File: src/rtl/gpu_regs_pkg.sv
// gpu_regs_pkg: register map offsets, control/status bit positions and byte-merge helper
package gpu_regs_pkg;
    localparam int CTRL_START  = 0;
    localparam int CTRL_IRQ_EN = 1;
    localparam int STAT_BUSY   = 0;
    localparam int STAT_DONE   = 1;
    localparam int STAT_ERR    = 2;

    typedef enum logic {IDLE, BUSY} draw_state_t;

    function automatic int addr_vertex(input int n);
        return 0 * n;
    endfunction

    function automatic int addr_colour(input int n);
        return n;
    endfunction

    function automatic int addr_back(input int n);
        return 2 * n;
    endfunction

    function automatic int addr_ctrl(input int n);
        return 2 * n + 1;
    endfunction

    function automatic int addr_status(input int n);
        return 2 * n + 2;
    endfunction

    function automatic int addr_win(input int n);
        return 2 * n + 3;
    endfunction

    function automatic logic [7:0] byte_merge(input logic [7:0] cur, input logic [7:0] wr, input logic en);
        return en ? wr : cur;
    endfunction
endpackage

File: src/rtl/gpu_shadow_reg.sv
// gpu_shadow_reg: one byte-writable shadow register with an active copy loaded on commit
module gpu_shadow_reg
    import gpu_regs_pkg::*;
#(
    parameter int DATA_W = 64
) (
    input  logic                clk,
    input  logic                reset,
    input  logic                we,
    input  logic                commit,
    input  logic [DATA_W/8-1:0] be,
    input  logic [DATA_W-1:0]   wdata,
    output logic [DATA_W-1:0]   shadow,
    output logic [DATA_W-1:0]   active
);
    logic [DATA_W-1:0] merged;

    // next shadow value with only the enabled bytes replaced
    always_comb begin
        merged = shadow;
        for (int k = 0; k < DATA_W / 8; k++)
            merged[k*8 +: 8] = byte_merge(shadow[k*8 +: 8], wdata[k*8 +: 8], be[k]);
    end

    // active copies the pre-edge shadow, so a same-edge shadow write never leaks into a commit
    always_ff @(posedge clk or posedge reset) begin
        if (reset) begin
            shadow <= '0;
            active <= '0;
        end else begin
            if (we) shadow <= merged;
            if (commit) active <= shadow;
        end
    end
endmodule

File: src/rtl/gpu_register_bank.sv
// gpu_register_bank: double-buffered Avalon-MM triangle registers with draw handshake and IRQ
module gpu_register_bank
    import gpu_regs_pkg::*;
#(
    parameter int DATA_W    = 64,
    parameter int NUM_VERTS = 3,
    parameter int ADDR_W    = 4
) (
    input  logic                          clk,
    input  logic                          reset,
    input  logic [ADDR_W-1:0]             address,
    input  logic                          write,
    input  logic                          read,
    input  logic [DATA_W-1:0]             writedata,
    input  logic [DATA_W/8-1:0]           byteenable,
    output logic [DATA_W-1:0]             readdata,
    output logic                          readdatavalid,
    input  logic                          raster_done,
    output logic                          draw_start,
    output logic                          busy,
    output logic                          irq,
    output logic [NUM_VERTS*DATA_W-1:0]   vertex_out,
    output logic [NUM_VERTS*DATA_W-1:0]   colour_out,
    output logic [DATA_W-1:0]             back_colour_out,
    output logic [DATA_W-1:0]             win_size_out
);
    localparam int NS = 2 * NUM_VERTS;
    localparam logic [ADDR_W-1:0] A_BACK = ADDR_W'(addr_back(NUM_VERTS));
    localparam logic [ADDR_W-1:0] A_CTRL = ADDR_W'(addr_ctrl(NUM_VERTS));
    localparam logic [ADDR_W-1:0] A_STAT = ADDR_W'(addr_status(NUM_VERTS));
    localparam logic [ADDR_W-1:0] A_WIN  = ADDR_W'(addr_win(NUM_VERTS));

    draw_state_t       state, state_nxt;
    logic [DATA_W-1:0] shadow [NS];
    logic [DATA_W-1:0] active [NS];
    logic [DATA_W-1:0] rd_mux;
    logic              done, err, irq_en;
    logic              ctrl_wr, stat_wr, start_req, start_ok, done_set, err_set;

    function automatic logic [DATA_W-1:0] masked(input logic [DATA_W-1:0] cur);
        logic [DATA_W-1:0] r;
        for (int k = 0; k < DATA_W / 8; k++)
            r[k*8 +: 8] = byte_merge(cur[k*8 +: 8], writedata[k*8 +: 8], byteenable[k]);
        return r;
    endfunction

    assign ctrl_wr   = write && address == A_CTRL && byteenable[0];
    assign stat_wr   = write && address == A_STAT && byteenable[0];
    assign start_req = ctrl_wr && writedata[CTRL_START];
    assign start_ok  = start_req && (state == IDLE || raster_done);
    assign done_set  = raster_done && state == BUSY;
    assign err_set   = start_req && !start_ok;
    assign busy      = state == BUSY;

    for (genvar g = 0; g < NS; g++) begin : g_reg
        gpu_shadow_reg #(.DATA_W(DATA_W)) u_reg (
            .clk    (clk),
            .reset  (reset),
            .we     (write && address == ADDR_W'(g)),
            .commit (start_ok),
            .be     (byteenable),
            .wdata  (writedata),
            .shadow (shadow[g]),
            .active (active[g])
        );
        if (g < NUM_VERTS) begin : g_v
            assign vertex_out[g*DATA_W +: DATA_W] = active[g];
        end else begin : g_c
            assign colour_out[(g-NUM_VERTS)*DATA_W +: DATA_W] = active[g];
        end
    end

    // a same-cycle accepted START keeps the draw running even when raster_done ends the old one
    always_comb begin
        state_nxt = start_ok ? BUSY : done_set ? IDLE : state;
    end

    // draw state, start pulse, sticky flags (hardware set beats W1C) and registered irq
    always_ff @(posedge clk or posedge reset) begin
        if (reset) begin
            state      <= IDLE;
            draw_start <= 1'b0;
            done       <= 1'b0;
            err        <= 1'b0;
            irq_en     <= 1'b0;
            irq        <= 1'b0;
        end else begin
            state      <= state_nxt;
            draw_start <= start_ok;
            done       <= done_set || (done && !(stat_wr && writedata[STAT_DONE]));
            err        <= err_set || (err && !(stat_wr && writedata[STAT_ERR]));
            irq_en     <= ctrl_wr ? writedata[CTRL_IRQ_EN] : irq_en;
            irq        <= done && irq_en;
        end
    end

    // background colour and window size drive their outputs directly
    always_ff @(posedge clk or posedge reset) begin
        if (reset) begin
            back_colour_out <= '0;
            win_size_out    <= '0;
        end else begin
            if (write && address == A_BACK) back_colour_out <= masked(back_colour_out);
            if (write && address == A_WIN) win_size_out <= masked(win_size_out);
        end
    end

    // read mux sees pre-edge values, so a simultaneous write is not visible to the read
    always_comb begin
        rd_mux = '0;
        for (int i = 0; i < NS; i++)
            if (address == ADDR_W'(i)) rd_mux = shadow[i];
        if (address == A_BACK) rd_mux = back_colour_out;
        if (address == A_CTRL) rd_mux = DATA_W'({irq_en, 1'b0});
        if (address == A_STAT) rd_mux = DATA_W'({err, done, busy});
        if (address == A_WIN) rd_mux = win_size_out;
    end

    // one-cycle read latency; readdata holds between reads
    always_ff @(posedge clk or posedge reset) begin
        if (reset) begin
            readdata      <= '0;
            readdatavalid <= 1'b0;
        end else begin
            readdatavalid <= read;
            if (read) readdata <= rd_mux;
        end
    end
endmodule

File: config.mk
export PLATFORM = sky130hd
export DESIGN_NAME = gpu_register_bank
export DESIGN_NICKNAME = d
export VERILOG_FILES = /design/src/rtl/gpu_regs_pkg.sv /design/src/rtl/gpu_shadow_reg.sv /design/src/rtl/gpu_register_bank.sv
export SDC_FILE = /design/constraint.sdc
export NUM_CORES = 2
export LEC_CHECK = 0
export CAP_MARGIN = 30
export CORE_MARGIN = 10
export CORE_UTILIZATION = 55
export DETAILED_ROUTE_END_ITERATION = 8
export PLACE_DENSITY = 0.87
export RECOVER_POWER = 50
export SLEW_MARGIN = 5
export SYNTH_ARGS = -nofsm -noshare
export SYNTH_HDL_FRONTEND = slang
export SYNTH_SLANG_ARGS = --single-unit
File: constraint.sdc
create_clock -name clk -period 95.3 [get_ports clk]
set_input_delay 9.53 -clock clk [delete_from_list [all_inputs] [get_ports clk]]
set_output_delay 9.53 -clock clk [all_outputs]
set_load 0.05 [all_outputs]
Figure 1. Cells by drive strength.
Scale: 1.5 px per um.
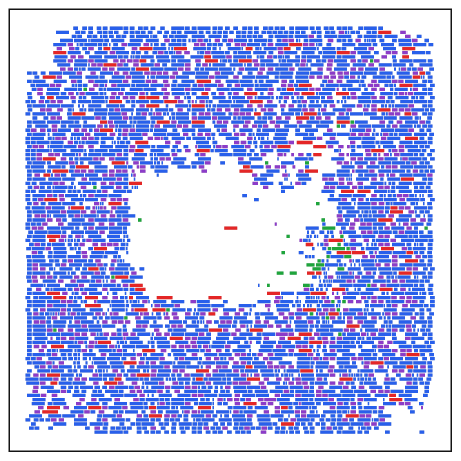
Key: _3 and _4 cells = green [cells 41, share 1.1%, most used buf_4]; _6 and larger = red [cells 146, share 4.0%, most used clkbuf_16]; _0 and _1 cells = blue [cells 2503, share 69%, most used dfrtp_1]; _2 cells = purple [cells 937, share 26%, most used mux2_2]
Setup WS post-layout: 75890 ps
fin area: 0.0520 mm2
nonclk buf count: 711
synth-to-layout area growth: 26.2%

==> flow_metrics.tcl <==
# collected from the flow reports
set metrics [dict create \
    power_frac_clock 0.332 \
    cts.sinks 967 \
    rsz0062_at_grt "false" \
    whs_ps 497 \
    grt.met3_usage 0.106 \
    vias 30100 \
    hold_viol_final 0 \
    min_from "g_reg[3].u_reg.active[54]$_DFFE_PP0P_" \
    hold_path_class "reg2reg" \
    numCtsBuffers 95 \
    power_frac_comb 0.219 \
    slew_headroom -2.81 \
    top_regs "g.u_reg.active x384, g.u_reg.shadow x384" \
    reg2reg_to "g_reg[4].u_reg.active[34]$_DFFE_PP0P_" \
    critPathKind "in2async" \
    dp_hpwl_mm 95.2 \
    syn_avg_cell_area_um2 14.0 \
    critical_path_required_ps 95210 \
    wl_per_cell_um 31.2 \
    drv_cap 12 \
    p_seq_frac 0.449 \
    cts_tree "built" \
    initial_core_util 0.554 \
    mostFrequentLayoutCells "967 x dfrtp_1, 881 x mux2_2, 582 x dlygate4sd3_1" \
    path_max_fanout 127 \
    seq_share 0.465 \
    ys_area_mm2 0.0412 \
    top_area_cell "dfrtp_1" \
    violations "capacitance limit, slew limit" \
    fmax_mhz 51.5 \
    nClkBuffers 142 \
    flops 967 \
    cts_buffer_depth 3 \
    ff_latch_area_mm2 0.0242 \
    highest_layer "met5" \
    drtPass1Iterations 6 \
    wl_mm 144 \
    drt-met1-wl_mm 52.0 \
    core_area_mm2 0.0743 \
    cts_resized 0 \
    layout-drive-gt1-share 0.310 \
    use_met1 0.394 \
    synth-xor-area-share 0 \
    worstMarginPinSlew_ps 5680 \
    vdd_ir_drop_max_v 0.0000154 \
    critPathCapture "g_reg[1].u_reg.active[51]$_DFFE_PP0P_" \
    antenna_found_initial 18 \
    comb_cells 1768 \
    largest_cell_class "registers" \
    logic_area_mm2 0.0162 \
    flop_cell "dfrtp_1" \
    syn_area_mm2 0.0412 \
    p_switching_uw 378 \
    synthAoiAreaFrac 0.0893 \
    drtIter0Drc 2875 \
    crit_chain "dlygate4sd3_1 > clkinvlp_2 > clkbuf_1 > clkbuf_1 > clkbuf_1 > clkbuf_1" \
    clkTransAtPathRegs_ps 60 \
    adder_share 0 \
    vias_per_cell 6.54 \
    gp_congestion 0.881 \
    synth-edff-count 0 \
    min_path_cells 1 \
    grt_util_all_layers 0.327 \
    status "complete, but fails checks" \
    yosysWarnings 0 \
    postLayoutCoreUtil 0.699 \
    topCombFamilyByArea "multiplexers" \
    cp-start-kind "input pin" \
    slew_viol_final 748 \
]
Figure 2. Ports around the boundary.
Scale: 1.5 px per um. Pins as bars across the die edge, other pins in grey.
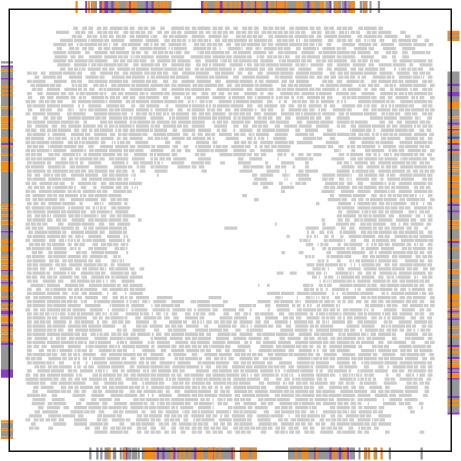
Key: readdatavalid = blue [pins 1, direction output, edge east]; colour_out = orange [pins 192, direction output, edge 53 west, 52 east, 48 north, 39 south]; back_colour_out = purple [pins 64, direction output, edge 19 east, 19 north, 15 west, 11 south]
All pins by edge: 173 east, 171 north, 163 west, 154 south.
die y size: 294 um
die width: 294 um
PortBufs: 660

